[src/rtl/bridge_arb_pkg.sv]
// bridge_arb_pkg: shared types and constants for the two-master bridge arbiter.
//   state_e     - FSM state encoding (IDLE, XFER, RESP)
//   OWN_M0/M1   - owner encoding for the granted master
//   TMO_CYC_DEF - default XFER timeout length in cycles
package bridge_arb_pkg;

  typedef enum logic [1:0] {
    IDLE = 2'd0,
    XFER = 2'd1,
    RESP = 2'd2
  } state_e;

  localparam logic OWN_M0 = 1'b0;
  localparam logic OWN_M1 = 1'b1;

  localparam int unsigned TMO_CYC_DEF = 16;

endpackage

[src/rtl/bridge_arb_rr.sv]
// bridge_arb_rr: two-way round-robin pick.
//   i_m0_req, i_m1_req - master requests
//   i_last             - owner granted last time (OWN_M0 / OWN_M1)
//   o_grant            - some master is requesting
//   o_owner            - master to grant this cycle
module bridge_arb_rr
  import bridge_arb_pkg::*;
(
  input  logic i_m0_req,
  input  logic i_m1_req,
  input  logic i_last,
  output logic o_grant,
  output logic o_owner
);

  always_comb begin
    o_grant = i_m0_req | i_m1_req;
    if (i_m0_req && i_m1_req) begin
      // Contention: the master not served last wins.
      o_owner = ~i_last;
    end else if (i_m1_req) begin
      o_owner = OWN_M1;
    end else begin
      o_owner = OWN_M0;
    end
  end

endmodule

[src/rtl/bridge_arb.sv]
// bridge_arb: arbitrates a CPU master (m0) and a DMA master (m1) onto a single
// device bridge. One transfer in flight at a time: IDLE -> XFER -> RESP -> IDLE.
//   i_clk, i_rst_n             - clock, asynchronous active-low reset
//   i_mX_req/we/addr/wd        - master request, direction, address, write data
//   o_mX_ack/rd/err            - completion pulse, read data, timeout flag
//   o_praddr, o_prwd           - bridge address / write data (0 outside XFER)
//   o_bridge_wen               - one-cycle device write commit
//   i_prrd, i_dev_rdy          - bridge read data, device access complete
// Optional feature: define BRIDGE_ARB_TIMEOUT_EN to abort a transfer after
// TMO_CYC XFER cycles without i_dev_rdy (ack with err set).
module bridge_arb
  import bridge_arb_pkg::*;
#(
  parameter int unsigned AW      = 32,
  parameter int unsigned DW      = 32,
  parameter int unsigned TMO_CYC = TMO_CYC_DEF
) (
  input  logic          i_clk,
  input  logic          i_rst_n,
  input  logic          i_m0_req,
  input  logic          i_m0_we,
  input  logic [AW-1:0] i_m0_addr,
  input  logic [DW-1:0] i_m0_wd,
  output logic          o_m0_ack,
  output logic [DW-1:0] o_m0_rd,
  output logic          o_m0_err,
  input  logic          i_m1_req,
  input  logic          i_m1_we,
  input  logic [AW-1:0] i_m1_addr,
  input  logic [DW-1:0] i_m1_wd,
  output logic          o_m1_ack,
  output logic [DW-1:0] o_m1_rd,
  output logic          o_m1_err,
  output logic [AW-1:0] o_praddr,
  output logic [DW-1:0] o_prwd,
  output logic          o_bridge_wen,
  input  logic [DW-1:0] i_prrd,
  input  logic          i_dev_rdy
);

  state_e        r_state;
  logic          r_owner;
  logic          r_last;
  logic          r_we;
  logic [AW-1:0] r_addr;
  logic [DW-1:0] r_wd;
  logic [DW-1:0] r_m0_rd;
  logic [DW-1:0] r_m1_rd;

  logic w_grant;
  logic w_owner;
  logic w_timeout;
  logic w_xfer;
  logic w_resp;

  assign w_xfer = (r_state == XFER);
  assign w_resp = (r_state == RESP);

  bridge_arb_rr u_rr (
    .i_m0_req (i_m0_req),
    .i_m1_req (i_m1_req),
    .i_last   (r_last),
    .o_grant  (w_grant),
    .o_owner  (w_owner)
  );

`ifdef BRIDGE_ARB_TIMEOUT_EN
  localparam int unsigned CW = $clog2(TMO_CYC + 1);

  logic [CW-1:0] r_cnt;
  logic          r_err;

  // Counts completed XFER cycles; abort decision is taken in the last one.
  assign w_timeout = w_xfer && !i_dev_rdy && (r_cnt == CW'(TMO_CYC - 1));

  always_ff @(posedge i_clk or negedge i_rst_n) begin
    if (!i_rst_n) begin
      r_cnt <= '0;
      r_err <= 1'b0;
    end else if (r_state == IDLE && w_grant) begin
      r_cnt <= '0;
      r_err <= 1'b0;
    end else if (w_xfer) begin
      r_cnt <= r_cnt + CW'(1);
      if (w_timeout) r_err <= 1'b1;
    end
  end

  assign o_m0_err = w_resp && r_err && (r_owner == OWN_M0);
  assign o_m1_err = w_resp && r_err && (r_owner == OWN_M1);
`else
  // No abort path; TMO_CYC is referenced only so the parameter stays live.
  assign w_timeout = 1'b0 && (TMO_CYC != 0);
  assign o_m0_err  = 1'b0;
  assign o_m1_err  = 1'b0;
`endif

  always_ff @(posedge i_clk or negedge i_rst_n) begin
    if (!i_rst_n) begin
      r_state <= IDLE;
      r_owner <= OWN_M0;
      r_last  <= OWN_M1;
      r_we    <= 1'b0;
      r_addr  <= '0;
      r_wd    <= '0;
      r_m0_rd <= '0;
      r_m1_rd <= '0;
    end else begin
      unique case (r_state)
        IDLE: begin
          if (w_grant) begin
            r_state <= XFER;
            r_owner <= w_owner;
            r_last  <= w_owner;
            r_we    <= w_owner ? i_m1_we   : i_m0_we;
            r_addr  <= w_owner ? i_m1_addr : i_m0_addr;
            r_wd    <= w_owner ? i_m1_wd   : i_m0_wd;
          end
        end
        XFER: begin
          if (i_dev_rdy) begin
            r_state <= RESP;
            if (!r_we) begin
              if (r_owner == OWN_M1) r_m1_rd <= i_prrd;
              else                   r_m0_rd <= i_prrd;
            end
          end else if (w_timeout) begin
            r_state <= RESP;
          end
        end
        RESP:    r_state <= IDLE;
        default: r_state <= IDLE;
      endcase
    end
  end

  assign o_praddr     = w_xfer ? r_addr : '0;
  assign o_prwd       = w_xfer ? r_wd   : '0;
  assign o_bridge_wen = r_we && w_xfer && i_dev_rdy;
  assign o_m0_ack     = w_resp && (r_owner == OWN_M0);
  assign o_m1_ack     = w_resp && (r_owner == OWN_M1);
  assign o_m0_rd      = r_m0_rd;
  assign o_m1_rd      = r_m1_rd;

endmodule

[config.mk]
export PLATFORM = sky130hd
export DESIGN_NAME = bridge_arb
export DESIGN_NICKNAME = d
export VERILOG_FILES = /design/src/rtl/bridge_arb_pkg.sv /design/src/rtl/bridge_arb_rr.sv /design/src/rtl/bridge_arb.sv
export SDC_FILE = /design/constraint.sdc
export NUM_CORES = 1
export LEC_CHECK = 0
export CORE_MARGIN = 2
export CORE_UTILIZATION = 35
export CTS_CLUSTER_DIAMETER = 30
export DETAILED_ROUTE_END_ITERATION = 16
export PLACE_DENSITY_LB_ADDON = 0.3
export SLEW_MARGIN = 10
export SYNTH_ARGS = -nofsm -noshare
export SYNTH_HDL_FRONTEND = slang
export SYNTH_SLANG_ARGS = --single-unit
export TNS_END_PERCENT = 100
[constraint.sdc]
create_clock -name i_clk -period 1.9 [get_ports i_clk]
set_input_delay 0.57 -clock i_clk [delete_from_list [all_inputs] [get_ports i_clk]]
set_output_delay 0.57 -clock i_clk [all_outputs]
set_load 0.005 [all_outputs]
==> run_results.csv, run 1 <==
group,metric,value,unit
status,status,"finished with violations",
status,violations,"setup timing",
detailed_routing,num_vias,4784,
detailed_routing,postRouteAntennaNets,0,
die,die_x,138,µm
global_routing,grt_overflow_total,0,
critical_path,critPathKind,"reg -> out",
yosys,yosys_area,0.00624,mm²
critical_path,crit_path_max_incr_delay,0.39,ns
critical_path,required,1.33,ns
place,routabilityCongestion,0.716,
sta,fin_setup_tns,-35.93,ns
global_routing,grt_pass1_wl,28000,µm
power_and_ir_drop,p_sw,4.97,mW
layout,diodes,0,
yosys,synth.distinct_cells,22,
sta,rsz0062_at_grt,"true",
global_routing,antenna_found_initial,0,
run,drv_cap,0,
layout,fill_cells,1255,
die,design.core.area,0.0174,mm²
yosys,netlist_area,0.00624,mm²
power_and_ir_drop,internal_power,12.9,mW
sta,setup_ws,-0.396,ns
layout,area_growth,81.4,%
detailed_routing,viasPerCell,4.70,
layout,fin_cells,1017,
sta,setup_violations,135,
power_and_ir_drop,ir_drop,0.000860,V
sta,skew,0.0116,ns
place,port_buffers,297,
clocking,htree_levels,4,
critical_path,cp_common_cell,"buf_12",
layout,final_core_util,65.2,%
critical_path,crit_chain,"and2b_4, buf_12, buf_8, buf_12, buf_16, and2_1, buf_2",
layout,drive_gt1_share,52.7,%
power_and_ir_drop,power.density,1580,mW/mm²
layout,fin_area,0.0113,mm²
critical_path,worst_setup_path_end_kind,"output port",
run 1: cell usage after synthesis, drive strengths merged:
library cell	count	area [µm²]
buf	22	160
a21bo	1	10.0
nand4b	1	8.76
mux2	196	2210
and2	65	407
conb	1	3.75
a21o	1	7.51
inv	1	3.75
and2b	1	7.51
and3b	1	8.76
nor3	1	10.0
clkbuf	7	26.3
nor3b	1	7.51
nor2	1	3.75
and3	1	6.26
dfstp	1	26.3
a21boi	1	7.51
dfrtp	132	3300
nor4b	1	23.8
run 1: cells in the final DEF, fill, tap and decap left out, drive strengths merged:
cell and count:
dlygate4sd2 4, and3b 1, conb 2, a21o 1, nor4b 1, nand4b 1, nor2 1, clkinv 6
a21boi 1, nor3 1, inv 3, clkbuf 26, nor3b 1, clkdlybuf4s50 202, and3 1, dfrtp 132
a21bo 1, mux2 196, bufinv 3, and2b 1, buf 118, dfstp 1, and2 65, dlymetal6s2s 23
run 1: layout make-up:
type	count	area [µm²]	area share, %
inverters	1	3.75	0.0332
well taps	225	282	2.49
flip-flops and latches	133	3330	29.4
clock buffers	21	460	4.07
clock inverters	11	149	1.32
repair buffers	352	3960	35.0
multi-input cells	274	3130	27.7
run 1: power groups by stage:
stage / sequential, mW / clock, mW / combinational, mW
floorplan: 4.93 / 0 / 3.07
global placement: 4.93 / 0 / 6.87
detailed placement: 5.02 / 0 / 6.98
CTS: 5.04 / 3.45 / 8.34
global route: 5.29 / 3.57 / 10.0
finish: 5.11 / 3.38 / 9.42
run 1: state kept, by name (all words and copies together) (netlist names):
name,count
r_we,1
r_owner,1
r_wd,32
o_m0_rd,32
o_m1_rd,32
r_last,1
r_state,2
r_addr,32
run 1: path summary, 6_finish.rpt:
kind	to	startpoint	cells after the start	slack, ns
worst max register to register	o_m0_rd[29]	r_state[1]	10	-0.28
worst max-delay path	o_prwd[2]	r_state[0]	7	-0.40
worst min-delay path	r_wd[18]	i_rst_n	1	0.10
worst min register to register	r_wd[12]	r_wd[12]	1	0.51
max in group asynchronous	o_m1_rd[7]	i_rst_n	2	1.19
min in group i_clk	r_wd[12]	r_wd[12]	1	0.51
run 1: repair_timing:
action,CTS,global route
pin swaps,17,46
gates resized,362,156
gates cloned,11,6
buffers inserted,16,6
setup endpoints to repair,101,180
run 1: metal layers:
| metal | track usage, % | vias to the layer above | routed length, µm |
|---|---|---|---|
| li1 | - | 2205 | - |
| met1 | 21.9 | 2356 | 7230 |
| met2 | 34.5 | 207 | 10000 |
| met3 | 8.54 | 16 | 2070 |
| met4 | 4.81 | 0 | 239 |
| met5 | 0 | - | 0 |
run 1: kinds of logic (layout without fill, tap and decap cells):
group / count (synthesis) / in the layout / share of synthesized area (%)
flip-flops: 133 / 133 / 53.4
AND-OR/OR-AND: 3 / 3 / 0.401
AND/OR/NAND/NOR: 73 / 73 / 7.74
buffers and inverters: 30 / 385 / 3.05
multiplexers: 196 / 196 / 35.4
other: 1 / 2 / 0.0601
run 1: worst register-to-register path, cell delays in order, from the launching register on:
cell	delay (ns)
dfrtp_1	0.38
and2b_4	0.29
buf_12	0.11
buf_8	0.09
buf_12	0.11
buf_16	0.12
buf_6	0.10
nor4b_4	0.24
buf_6	0.18
buf_16	0.15
mux2_4	0.30
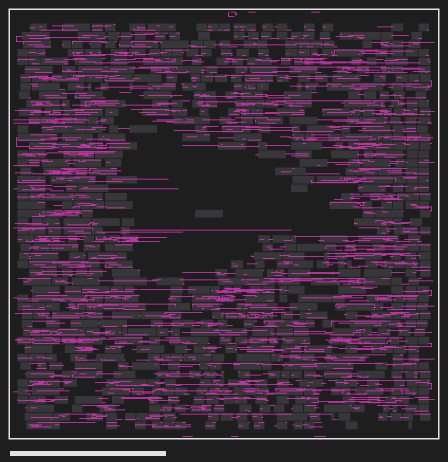
*The metal 1 layer, run 1*
The bar under the picture is 50 µm long. Cells faint in the background.
The wires run mostly horizontal. The layer carries 7230 µm of wire. 792 nets have wire on it. The longest straight run is 58.4 µm. The layer holds 37% of the routed length.

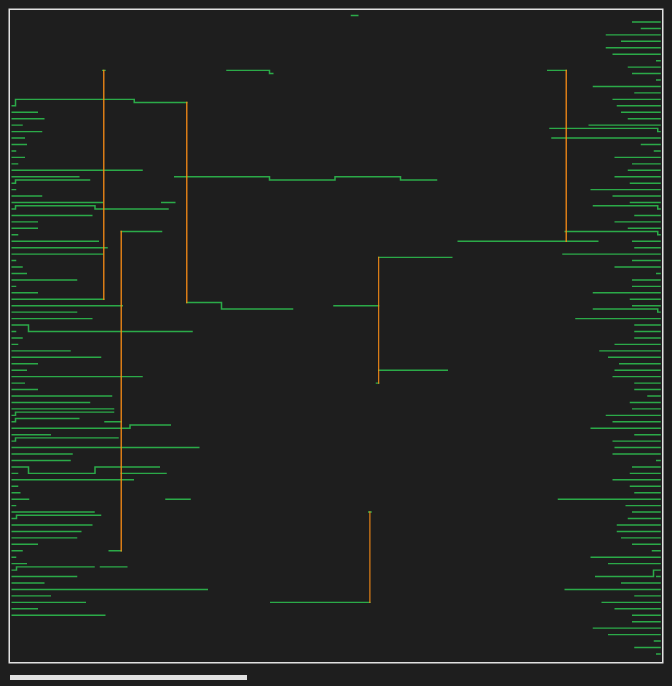
*Wiring by layer, run 1*
The bar under the picture is 50 µm long. Only two layers are drawn.
Key: M3 = green [wire length 2070 µm]; M4 = orange [wire length 239 µm]

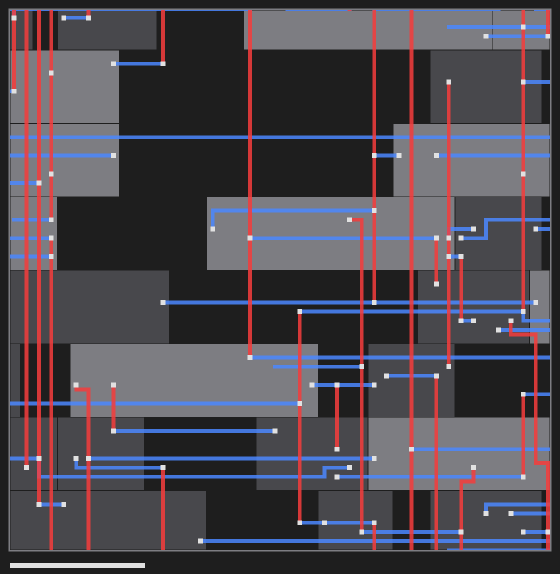
*Zoomed window, run 1*
The bar under the picture is 5 µm long. Region (93, 93) to (113, 113) µm. Cells in gray, sequential cells in the stronger gray; small squares are vias.
Key: M2 = red; M1 = blue
Most frequent: dfrtp_1 (5), mux2_2 (3), and2_4 (2). 16 logic cells have their middle in the window. Netlist names of flops here include r_wd (4), r_addr (1). Sequential cells in the window: 5.

## Run 2: what changed since run 1
--- a/config.mk
+++ b/config.mk
@@ -10,6 +10,7 @@
 export CTS_CLUSTER_DIAMETER = 30
 export DETAILED_ROUTE_END_ITERATION = 16
 export PLACE_DENSITY_LB_ADDON = 0.3
+export SKIP_LAST_GASP = 1
 export SLEW_MARGIN = 10
 export SYNTH_ARGS = -nofsm -noshare
 export SYNTH_HDL_FRONTEND = slang
==> run 2 against run 1 <==
  * The flow still finishes with violations (setup timing)
  * Sequential share of layout area is essentially flat
  * Area after synthesis did not move
  * Via count barely moved
  * Clock skew shrank 0.00061 ns
  * Wire length increased by 0.49%
  * Cell area hardly changed
  * Fmax is essentially flat
  * Final cell count stayed put
  * Die area unchanged
  * First-iteration DRC count shrank 24%
  * Critical path depth stayed put
  * Critical endpoint unchanged
==> run_results.csv, run 2 <==
group,metric,value,unit
sta,rsz0062_at_grt,"true",
yosys,synth_warnings,0,
layout,mostFrequentLayoutCell,"clkdlybuf4s50_1",
global_routing,antenna_found_initial,0,
global_routing,grt_pass1_vias,5103,
clocking,cts_tree,"yes",
yosys,synth.distinct_cells,22,
layout,drive_gt1_share,52.7,%
yosys,topCellsByArea,"dfrtp_1 (53%), mux2_2 (35%), and2_1 (6.5%)",
global_routing,grt_overflow_total,0,
clocking,htree_levels,4,
detailed_routing,num_vias,4788,
yosys,top_area_cell,"dfrtp_1",
yosys,synthMostInstantiatedCell,"mux2_2",
clocking,clk_pin_slew,0.06,ns
place,port_buffers,297,
yosys,synthTopCellsByCount,"mux2_2 (194), dfrtp_1 (132), and2_1 (65), buf_2 (11), clkbuf_1 (7)",
place,place_hpwl,12300,µm
global_routing,grt_pass1_wl,27900,µm
layout,fill_cells,1261,
run,drv_cap,0,
yosys,syn_inst,436,
power_and_ir_drop,ir_drop,0.000864,V
detailed_routing,wire_per_inst,19.3,µm
die,design.core.area,0.0174,mm²
sta,hold_ws,0.101,ns
sta,skew,0.0110,ns
power_and_ir_drop,power.density,1580,mW/mm²
power_and_ir_drop,p_leak,5.27,nW
yosys,flop_cell,"dfrtp_1",
global_routing,grtUsageTotal,19.6,%
sta,fmax,436,MHz
layout,final_cell_mix,"clkdlybuf4s50_1 (203), mux2_2 (132), dfrtp_1 (132)",
clocking,cts_buffers,17,
clocking,cts_root_buf,"clkbuf_16",
yosys,synth-async-reset-ratio,100,%
die,chipArea,0.0189,mm²
critical_path,critPathKind,"reg -> out",
critical_path,required,1.33,ns
layout,fin_cells,1017,
layout,fin_area,0.0113,mm²
sta,hold_violations,0,
critical_path,arrival,1.73,ns
sta,finalClockPeriodUsage,121,%
yosys,yosys_area,0.00624,mm²
place,place_ws,-0.408,ns
sta,setup_violations,139,
clocking,clock_sinks,133,
critical_path,worst_setup_path_end_kind,"output port",
layout,diodes,0,
clocking,clk_path_buf_depth,2,
die,rows,48,
sta,setup_ws,-0.395,ns
yosys,synth_flop_count,133,
detailed_routing,viasPerCell,4.71,
yosys,synth-edff-count,0,
layout,final_core_util,65.2,%
status,status,"finished with violations",
place,routabilityCongestion,0.716,
clocking,clkLatencyLatePin,0.41,ns
die,die_x,138,µm
die,fp_util,35.9,%
status,violations,"setup timing",
yosys,netlist_area,0.00624,mm²
detailed_routing,postRouteAntennaNets,0,
run,warning_count,28,
yosys,syn_avg_cell_area,14.3,µm²
yosys,synth_top_area_share,52.9,%
layout,area_growth,81.5,%
die,io_pins,300,
[run 2: cell counts after synthesis]
Identical to the previous run, type by type.
[run 2: metrics by stage]
stage	total power, mW	setup TNS [ns]
after global placement	11.8	-47.15
after CTS	16.9	-40.96
after global routing	18.9	-45.78
after floorplan	8.01	0
after detailed placement	12.0	-50.00
final	17.9	-36.04
[run 2: cell type report]
class | count | area [µm²] | area share [%]
tap | 225 | 282 | 2.49
sequential | 133 | 3330 | 29.4
multi-input combinational | 274 | 3130 | 27.7
timing repair buffer | 352 | 3960 | 35.0
inverter | 1 | 3.75 | 0.0332
clock buffer | 21 | 460 | 4.07
clock inverter | 11 | 149 | 1.32
[run 2: what timing repair did]
action / 4_1_cts / 5_1_grt
pin swaps: 16 / 46
setup endpoints to repair: 101 / 182
gates cloned: 11 / 6
resized: 341 / 175
setup buffers: 16 / 6
[run 2: worst paths after layout]
kind | cells past startpoint | slack, ns | to | start
max | 7 | -0.40 | o_prwd[2] | r_state[0]
min | 1 | 0.10 | r_wd[18] | i_rst_n
max reg2reg | 10 | -0.28 | o_m0_rd[29] | r_state[1]
min reg2reg | 1 | 0.51 | r_wd[21] | r_wd[21]
max in group asynchronous | 2 | 1.19 | o_m1_rd[7] | i_rst_n
min in group i_clk | 1 | 0.51 | r_wd[21] | r_wd[21]
[run 2: critical path, cell delays in order, from the launching register on]
cell     delay, ns
dfrtp_1       0.39
and2b_4       0.19
buf_12        0.13
buf_8         0.11
buf_12        0.12
buf_16        0.13
and2_1        0.12
buf_2         0.12
[run 2: kinds of logic after synthesis]
kind of cell    share of synthesized area [%]
compound gates                          0.401
buf+inv                                  3.05
flops                                    53.4
mux                                      35.4
other cells                            0.0601
simple gates                             7.74
[run 2: metal layers]
layer  global-route usage [%]  part of all wire (%)  up-vias
met5                        0                     0        -
met4                     4.81                   1.0        0
met3                     8.28                    10       14
met2                     34.5                    52      204
met1                     22.0                    37     2362
li1                         -                     -     2208
[run 2: report_power, final]
| group | leakage, nW | internal, mW | switching (mW) |
|---|---|---|---|
| logic | 3.39 | 6.51 | 2.92 |
| registers | 1.58 | 4.29 | 0.815 |
| clock network | 0.302 | 2.14 | 1.23 |
| total | 5.27 | 12.9 | 4.96 |
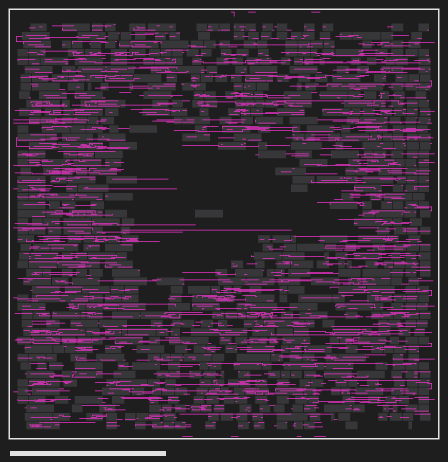
*The metal 1 layer, run 2*
The bar under the picture is 50 µm long. Cells faint in the background.
The wires run mostly horizontal. 794 nets have wire on it. The longest straight run is 54.3 µm. The layer holds 37% of the routed length.

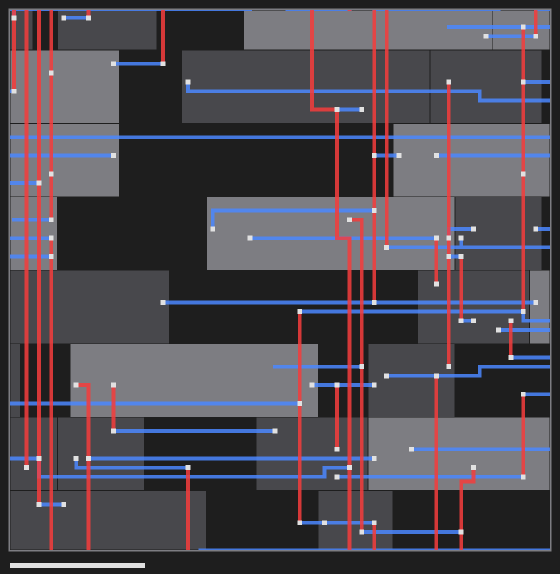
*Zoomed window, run 2*
The bar under the picture is 5 µm long. Region (93, 93) to (113, 113) µm. Cells in gray, sequential cells in the stronger gray; small squares are vias.
Key: M2 = red; M1 = blue
Netlist names of flops here include r_wd (4), r_addr (1). Sequential cells in the window: 5. Most frequent: dfrtp_1 (5). 16 logic cells have their middle in the window.

Power and IR drop assume default switching activity.
